===== src/rtl/seg7_scan_driver.sv =====
// rtl/seg7_scan_driver.sv - two-digit seven-segment scan driver with pattern decode
//
// Purpose:
//   Takes a static 16-bit active-low seven-segment word (tens byte high,
//   units byte low) and time-multiplexes it onto one shared segment bus with
//   two active-low digit enables. Blank gaps are inserted between digit slots
//   to avoid ghosting. The word is also decoded back to a binary value, and
//   illegal patterns are flagged.
//
// Parameters:
//   SCAN_DIV     - clock cycles per digit slot (blank + show), > BLANK_CYCLES
//   BLANK_CYCLES - all-off cycles at the start of each slot, >= 1
//   LZ_SUPPRESS  - 1: a tens digit of 0 is not lit
//
// Ports:
//   clk          in   1   system clock
//   rst_n        in   1   asynchronous active-low reset
//   display_led  in  16   [15:8] tens, [7:0] units; active-low, bit7 = dp
//   err_clr      in   1   synchronous clear of pattern_err
//   seg_out      out  8   shared segment bus, active-low
//   an_n         out  2   digit enables, active-low; [1] tens, [0] units
//   digit_value  out  7   decoded value 0..99
//   digit_valid  out  1   both digits legal in the last registered sample
//   value_chg    out  1   one-cycle pulse when digit_value takes a new value
//   pattern_err  out  1   sticky illegal-pattern flag

module seg7_scan_driver #(
  parameter int SCAN_DIV     = 10000,
  parameter int BLANK_CYCLES = 100,
  parameter int LZ_SUPPRESS  = 1
) (
  input  logic        clk,
  input  logic        rst_n,
  input  logic [15:0] display_led,
  input  logic        err_clr,
  output logic [7:0]  seg_out,
  output logic [1:0]  an_n,
  output logic [6:0]  digit_value,
  output logic        digit_valid,
  output logic        value_chg,
  output logic        pattern_err
);

  localparam int SHOW_CYCLES = SCAN_DIV - BLANK_CYCLES;
  localparam int CW          = $clog2(SCAN_DIV + 1);

  localparam logic [7:0] SEG_OFF  = 8'hFF;
  localparam logic [7:0] SEG_DASH = 8'hBF;
  localparam logic [7:0] SEG_ZERO = 8'hC0;

  typedef enum logic [1:0] {
    BLANK_T = 2'd0,
    SHOW_T  = 2'd1,
    BLANK_U = 2'd2,
    SHOW_U  = 2'd3
  } state_e;

  // Pattern -> digit; 4'hF marks any byte that is not one of the ten glyphs.
  function automatic logic [3:0] seg_to_digit(input logic [7:0] p);
    logic [3:0] d;
    case (p)
      8'hC0:   d = 4'd0;
      8'hF9:   d = 4'd1;
      8'hA4:   d = 4'd2;
      8'hB0:   d = 4'd3;
      8'h99:   d = 4'd4;
      8'h92:   d = 4'd5;
      8'h82:   d = 4'd6;
      8'hF8:   d = 4'd7;
      8'h80:   d = 4'd8;
      8'h90:   d = 4'd9;
      default: d = 4'hF;
    endcase
    return d;
  endfunction

  function automatic logic [7:0] sanitize(input logic [7:0] p);
    return (seg_to_digit(p) == 4'hF) ? SEG_DASH : p;
  endfunction

  // Registered state
  logic [15:0]   in_q,          in_d;
  logic          armed_q,       armed_d;
  logic [6:0]    digit_value_q, digit_value_d;
  logic          digit_valid_q, digit_valid_d;
  logic          value_chg_q,   value_chg_d;
  logic          pattern_err_q, pattern_err_d;
  state_e        state_q,       state_d;
  logic [CW-1:0] cnt_q,         cnt_d;
  logic [7:0]    seg_q,         seg_d;
  logic [1:0]    an_q,          an_d;

  // Decode of the registered sample
  logic [3:0] tens_dig;
  logic [3:0] units_dig;
  logic       both_legal;
  logic [6:0] value_calc;

  always_comb begin
    tens_dig   = seg_to_digit(in_q[15:8]);
    units_dig  = seg_to_digit(in_q[7:0]);
    both_legal = (tens_dig != 4'hF) && (units_dig != 4'hF);
    // tens*10 as (tens<<3)+(tens<<1); only evaluated for legal digits, so <= 99.
    value_calc = ({3'b000, tens_dig} << 3) + ({3'b000, tens_dig} << 1)
               + {3'b000, units_dig};
  end

  always_comb begin
    in_d          = display_led;
    armed_d       = 1'b1;
    digit_value_d = digit_value_q;
    digit_valid_d = digit_valid_q;
    value_chg_d   = 1'b0;
    pattern_err_d = pattern_err_q;

    // armed_q is low for the first edge after reset, so the FFFF reset value
    // of in_q is never decoded.
    if (armed_q) begin
      if (both_legal) begin
        digit_valid_d = 1'b1;
        digit_value_d = value_calc;
        value_chg_d   = (value_calc != digit_value_q);
      end else begin
        digit_valid_d = 1'b0;
      end
    end

    // Setting wins over clearing in the same cycle.
    if (armed_q && !both_legal) begin
      pattern_err_d = 1'b1;
    end else if (err_clr) begin
      pattern_err_d = 1'b0;
    end
  end

  // Scan sequencing: one down-counter times every state and reloads on each
  // transition. The displayed pattern is captured into seg_q on the edge that
  // enters a SHOW state and held for the slot.
  always_comb begin
    state_d = state_q;
    cnt_d   = cnt_q - CW'(1);
    seg_d   = seg_q;
    an_d    = an_q;

    if (cnt_q == CW'(1)) begin
      case (state_q)
        BLANK_T: begin
          state_d = SHOW_T;
          cnt_d   = CW'(SHOW_CYCLES);
          if ((LZ_SUPPRESS != 0) && (in_q[15:8] == SEG_ZERO)) begin
            an_d  = 2'b11;
            seg_d = SEG_OFF;
          end else begin
            an_d  = 2'b01;
            seg_d = sanitize(in_q[15:8]);
          end
        end
        SHOW_T: begin
          state_d = BLANK_U;
          cnt_d   = CW'(BLANK_CYCLES);
          an_d    = 2'b11;
          seg_d   = SEG_OFF;
        end
        BLANK_U: begin
          state_d = SHOW_U;
          cnt_d   = CW'(SHOW_CYCLES);
          an_d    = 2'b10;
          seg_d   = sanitize(in_q[7:0]);
        end
        SHOW_U: begin
          state_d = BLANK_T;
          cnt_d   = CW'(BLANK_CYCLES);
          an_d    = 2'b11;
          seg_d   = SEG_OFF;
        end
        default: begin
          state_d = BLANK_T;
          cnt_d   = CW'(BLANK_CYCLES);
          an_d    = 2'b11;
          seg_d   = SEG_OFF;
        end
      endcase
    end
  end

  always_ff @(posedge clk or negedge rst_n) begin
    if (!rst_n) begin
      in_q          <= 16'hFFFF;
      armed_q       <= 1'b0;
      digit_value_q <= 7'd0;
      digit_valid_q <= 1'b0;
      value_chg_q   <= 1'b0;
      pattern_err_q <= 1'b0;
      state_q       <= BLANK_T;
      cnt_q         <= CW'(BLANK_CYCLES);
      seg_q         <= SEG_OFF;
      an_q          <= 2'b11;
    end else begin
      in_q          <= in_d;
      armed_q       <= armed_d;
      digit_value_q <= digit_value_d;
      digit_valid_q <= digit_valid_d;
      value_chg_q   <= value_chg_d;
      pattern_err_q <= pattern_err_d;
      state_q       <= state_d;
      cnt_q         <= cnt_d;
      seg_q         <= seg_d;
      an_q          <= an_d;
    end
  end

  assign seg_out     = seg_q;
  assign an_n        = an_q;
  assign digit_value = digit_value_q;
  assign digit_valid = digit_valid_q;
  assign value_chg   = value_chg_q;
  assign pattern_err = pattern_err_q;

endmodule

===== config.mk =====
export PLATFORM = sky130hd
export DESIGN_NAME = seg7_scan_driver
export DESIGN_NICKNAME = d
export VERILOG_FILES = /design/src/rtl/seg7_scan_driver.sv
export SDC_FILE = /design/constraint.sdc
export NUM_CORES = 1
export LEC_CHECK = 0
export CORE_MARGIN = 3
export CORE_UTILIZATION = 45
export DETAILED_ROUTE_END_ITERATION = 8
export PLACE_DENSITY = 0.73
export SYNTH_ARGS = -nofsm -noshare
export SYNTH_HDL_FRONTEND = slang
export SYNTH_SLANG_ARGS = --single-unit

===== constraint.sdc =====
create_clock -name clk -period 9.4 [get_ports clk]
set_clock_uncertainty 0.15 [all_clocks]
set_input_delay 1.88 -clock clk [delete_from_list [all_inputs] [get_ports clk]]
set_output_delay 1.88 -clock clk [all_outputs]
set_load 0.02 [all_outputs]

==> flow_summary.html <==
<h2>Implementation results</h2>
<table>
<tr><th>Metric</th><th>Value</th></tr>
<tr><th colspan="2">Synth</th></tr>
<tr><td>Yosys cell count</td><td>268</td></tr>
<tr><td>Gate count after technology mapping</td><td>268</td></tr>
<tr><td>Aoi/oai-family share of the synthesized area</td><td>13.77%</td></tr>
<tr><td>Post-synthesis xor/xnor area fraction</td><td>6.523%</td></tr>
<tr><td>Yosys chip area</td><td>2954 um^2</td></tr>
<tr><td>YS warnings</td><td>0</td></tr>
<tr><td>Multiplexer share</td><td>3.558%</td></tr>
<tr><td>FFs w/ async S/R, synth</td><td>100.0%</td></tr>
<tr><td>Leading post-synthesis cells by cell area</td><td>dfstp_2, dfrtp_1, ha_1, xnor2_1, mux2_4</td></tr>
<tr><td>Number of unique standard cell types used by synthesis</td><td>58</td></tr>
<tr><td>Post-synth tally of flip-flops with integrated enable</td><td>0</td></tr>
<tr><td>Most used flip-flop cell</td><td>dfstp_2</td></tr>
<tr><td>Largest family of logic cells by area</td><td>simple AND/OR/NAND/NOR gates</td></tr>
<tr><td>Mean post-synth cell area</td><td>11.02 um^2</td></tr>
<tr><td>Top cells by count, synth</td><td>dfstp_2, dfrtp_1, nand2_1</td></tr>
<tr><td>Post-synthesis cell type with the largest instance count</td><td>dfstp_2</td></tr>
<tr><td>Synth top area share</td><td>25.79%</td></tr>
<tr><td>Synth Area in Adders</td><td>7.285%</td></tr>
<tr><td>Post-synthesis share of cell area spent on and, or, nand and nor gates</td><td>18.38%</td></tr>
<tr><td>Number of register bits inferred by synthesis</td><td>53</td></tr>
<tr><td>Sequential cell area fraction in the yosys report</td><td>46.12%</td></tr>
<tr><td>Area of the mapped netlist</td><td>2954 um^2</td></tr>
<tr><th colspan="2">Route</th></tr>
<tr><td>Detailed Route Iter0 Violations</td><td>121</td></tr>
<tr><td>Via count</td><td>2091</td></tr>
<tr><td>Via density</td><td>5.474</td></tr>
<tr><td>Number of search-and-repair iterations in the first detailed-routing pass</td><td>4</td></tr>
<tr><td>Met1 routed wirelength after detailed routing</td><td>2814 um</td></tr>
<tr><td>Post-DRT Antenna Nets</td><td>0</td></tr>
<tr><th colspan="2">Finish</th></tr>
<tr><td>Seq_cells</td><td>53</td></tr>
<tr><td>Flop share of the area</td><td>39.27%</td></tr>
<tr><td>Final #Nets</td><td>341</td></tr>
<tr><td>Final non-filler cell total</td><td>382</td></tr>
<tr><td>Clock buf/inv share</td><td>2.777%</td></tr>
<tr><td>Synthesis-to-layout area growth</td><td>17.45%</td></tr>
<tr><td>Number of buffers other than clock buffers in the final layout</td><td>39</td></tr>
<tr><td>Logic gate fraction of the total cell area</td><td>42.26%</td></tr>
<tr><td>Max reg flops</td><td>16</td></tr>
<tr><td>Antenna diode instance count</td><td>0</td></tr>
<tr><td>Fraction of final layout cells with drive strength greater than 1</td><td>19.54%</td></tr>
<tr><td>Reg area</td><td>1363 um^2</td></tr>
<tr><td>Final instance area</td><td>3470 um^2</td></tr>
<tr><td>Total area of multi-input combinational cells</td><td>1466 um^2</td></tr>
<tr><td>Largest cell class by area</td><td>combinational gates</td></tr>
<tr><td>Fill count</td><td>530</td></tr>
<tr><td>Multi-input gate count</td><td>189</td></tr>
<tr><td>Commonest cells after routing, fill and taps aside</td><td>clkdlybuf4s50_1, dfstp_2, nand2_1, dfrtp_1, nor2_1</td></tr>
<tr><td>Signal inverters</td><td>18</td></tr>
<tr><td>Commonest Layout Cell</td><td>clkdlybuf4s50_1</td></tr>
<tr><th colspan="2">Critical path</th></tr>
<tr><td>Kind of critical path</td><td>register to register</td></tr>
<tr><td>Nature of the critical path endpoint</td><td>register</td></tr>
<tr><td>Worst path arrival time</td><td>4.12 ns</td></tr>
<tr><td>Critical Path Fanout Max</td><td>8</td></tr>
<tr><td>Critical path origin</td><td>in_q[9]</td></tr>
<tr><td>Critical-path top delay cell</td><td>dfstp_2</td></tr>
<tr><td>Critical path cell sequence</td><td>nand3b_1, a2111oi_4, nor3_1, nand2_1, o21ai_0, inv_1, fa_1, inv_1, fa_1, a21o_1, a21oi_1, xor2_1, xnor2_1, nand2_1, o31a_1</td></tr>
<tr><td>Type of element launching the critical path</td><td>register</td></tr>
<tr><td>Worst flop-to-flop path startpoint</td><td>in_q[9]</td></tr>
<tr><td>Data required time of the critical path</td><td>9.45 ns</td></tr>
<tr><th colspan="2">Power and ir drop</th></tr>
<tr><td>Net Switching</td><td>103.7 uW</td></tr>
<tr><td>Sequential cell power</td><td>244 uW</td></tr>
<tr><td>Part of the power in the clock network</td><td>32.6%</td></tr>
<tr><td>Leakage power total</td><td>1.430 nW</td></tr>
<tr><td>Comb pwr share</td><td>9.3%</td></tr>
<tr><td>Sw frac</td><td>24.69%</td></tr>
<tr><td>Sequential cell fraction of total power</td><td>58.1%</td></tr>
<tr><td>Power Combinational</td><td>39.2 uW</td></tr>
<tr><td>Power density relative to cell area</td><td>121.1 nW/um^2</td></tr>
<tr><td>Heaviest power group</td><td>registers</td></tr>
<tr><td>Peak VDD IR</td><td>0.06115 mV</td></tr>
<tr><td>Clk power</td><td>137 uW</td></tr>
<tr><td>Total power draw</td><td>420.2 uW</td></tr>
<tr><th colspan="2">Placement</th></tr>
<tr><td>Post-Place Cell Area</td><td>3373 um^2</td></tr>
<tr><td>Gp weighted congestion</td><td>0.7907</td></tr>
<tr><td>IO Port Bufs</td><td>38</td></tr>
<tr><td>Total placed cells including tap cells</td><td>374</td></tr>
<tr><td>Detailed placer's ending HPWL</td><td>4221 um</td></tr>
<tr><td>Post-Place Setup Slack</td><td>5.354 ns</td></tr>
<tr><th colspan="2">GRT</th></tr>
<tr><td>Met2 Usage GRT</td><td>24.91%</td></tr>
<tr><td>Number of antenna violations at the first check in global routing</td><td>0</td></tr>
<tr><td>Vias in the first global route</td><td>2143</td></tr>
<tr><td>Largest net degree at the start of global routing</td><td>54</td></tr>
<tr><td>Met3 usage</td><td>3.027%</td></tr>
<tr><td>Layer carrying the most global-route usage</td><td>met2</td></tr>
<tr><td>Remaining global-route overflow</td><td>0</td></tr>
<tr><td>Global-route wire length before repair</td><td>10070 um</td></tr>
<tr><th colspan="2">STA</th></tr>
<tr><td>Top achievable clock speed</td><td>245.7 MHz</td></tr>
<tr><td>Setup repair after global routing missed its margin</td><td>false</td></tr>
<tr><td>Final tally of max-slew violations</td><td>0</td></tr>
<tr><td>Worst slew pin tran</td><td>0.6498 ns</td></tr>
<tr><td>Final worst path period share</td><td>43.30%</td></tr>
<tr><td>Worst-case headroom to the max-slew limit</td><td>56.68%</td></tr>
<tr><td>Final setup violation count</td><td>0</td></tr>
<tr><td>Minimum setup slack in the final design</td><td>5.330 ns</td></tr>
<tr><td>Min Hold Slack</td><td>0.3125 ns</td></tr>
<tr><td>Final min period</td><td>4.070 ns</td></tr>
<tr><td>Final Hold Vio Count</td><td>0</td></tr>
<tr><th colspan="2">Clock network</th></tr>
<tr><td>Root cell of the clock tree</td><td>clkbuf_8</td></tr>
<tr><td>Late-Pin Clk Latency</td><td>0.31 ns</td></tr>
<tr><td>Number of buffers created by CTS</td><td>5</td></tr>
<tr><td>Number of gates resized after cts</td><td>0</td></tr>
<tr><td>Clock Path Buffers</td><td>2</td></tr>
<tr><td>Number of buffers added for setup after CTS</td><td>0</td></tr>
<tr><td>Clock tree from TritonCTS</td><td>yes</td></tr>
<tr><td>Clock H-tree levels</td><td>2</td></tr>
<tr><th colspan="2">Job</th></tr>
<tr><td>Number of OpenROAD warnings</td><td>31</td></tr>
<tr><td>Maximum Capacitance Violations</td><td>0</td></tr>
<tr><th colspan="2">Floorplan</th></tr>
<tr><td>Starting Density</td><td>48.18%</td></tr>
<tr><td>Row count</td><td>28</td></tr>
<tr><td>Y dimension of the die</td><td>87.02 um</td></tr>
<tr><th colspan="2">Worst hold path</th></tr>
<tr><td>Type of the most critical hold path</td><td>register to register</td></tr>
<tr><th colspan="2">Outcome</th></tr>
<tr><td>Result of the run</td><td>finished, final reports clean</td></tr>
</table>
-- worst max-delay path, delay by kind of cell (launching register included) --
family / cells / cell delay, ns
adder cells (fa/ha/maj): 2 / 0.99
AND-OR/OR-AND: 5 / 0.85
AND/OR/NAND/NOR: 4 / 0.83
flip-flops: 1 / 0.59
XOR/XNOR: 2 / 0.40
buffers and inverters: 2 / 0.17
-- worst paths after layout --
kind / slack (ns) / cells after the start / to
worst max-delay path: 5.33 / 15 / value_chg
worst min-delay path: 0.31 / 1 / cnt_q[0]
worst max register to register: 5.33 / 15 / value_chg
worst min register to register: 0.31 / 1 / cnt_q[0]
max in group asynchronous: 7.15 / 2 / state_q[1]
min in group asynchronous: 1.53 / 2 / digit_value[0]
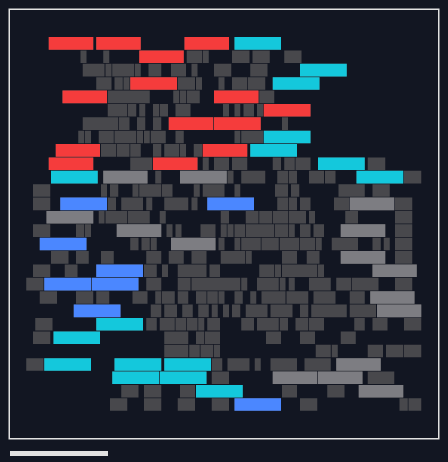
**Above:** sequential cells grouped by signal name.
Scale bar: 20 um. Other sequential cells in the stronger grey, the rest of the logic in the fainter grey.
Key: seg_out = blue [placed flops 8]; cnt_q = red [placed flops 14]; in_q = cyan [placed flops 16]
Another 15 sequential cells are not coloured.

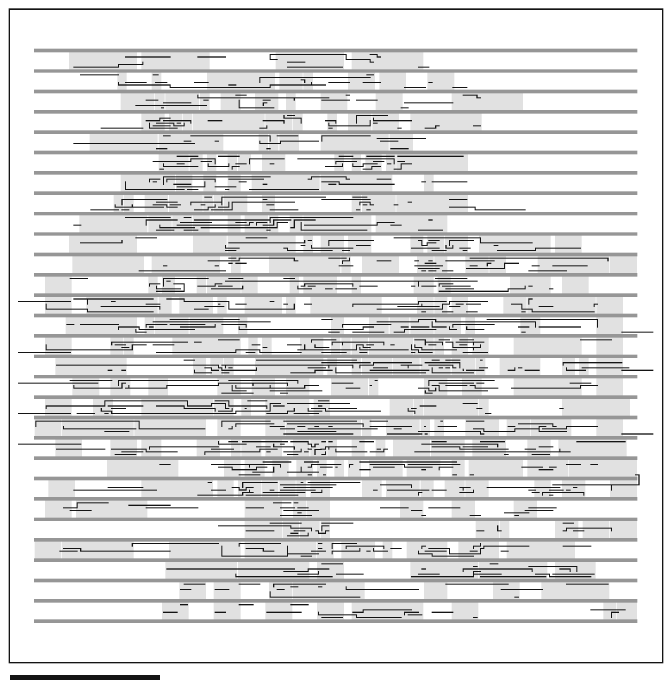
**Above:** M1 wires.
Scale bar: 20 um. Supply wires on this layer in grey. Cells faint in the background.
309 nets have wire on it. The wires run mostly horizontal. The layer carries 2810 um of wire.
final WL: 5798 um
routing usage on met1: 23.93%

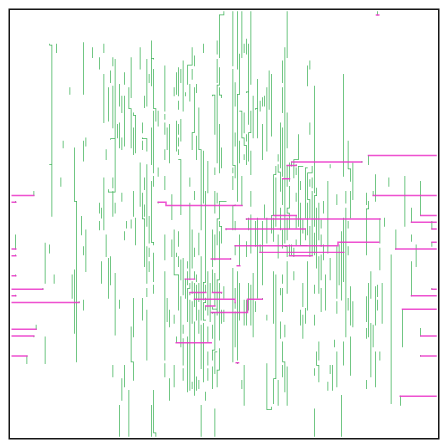
**Above:** signal wires by layer.
Only two layers are drawn.
Key: met3 = magenta [wire length 287 um]; met2 = green [wire length 2600 um]
Overall Global Routing Usage: 16.58%
routed len/inst: 15.18 um

Power and IR drop assume default switching activity.
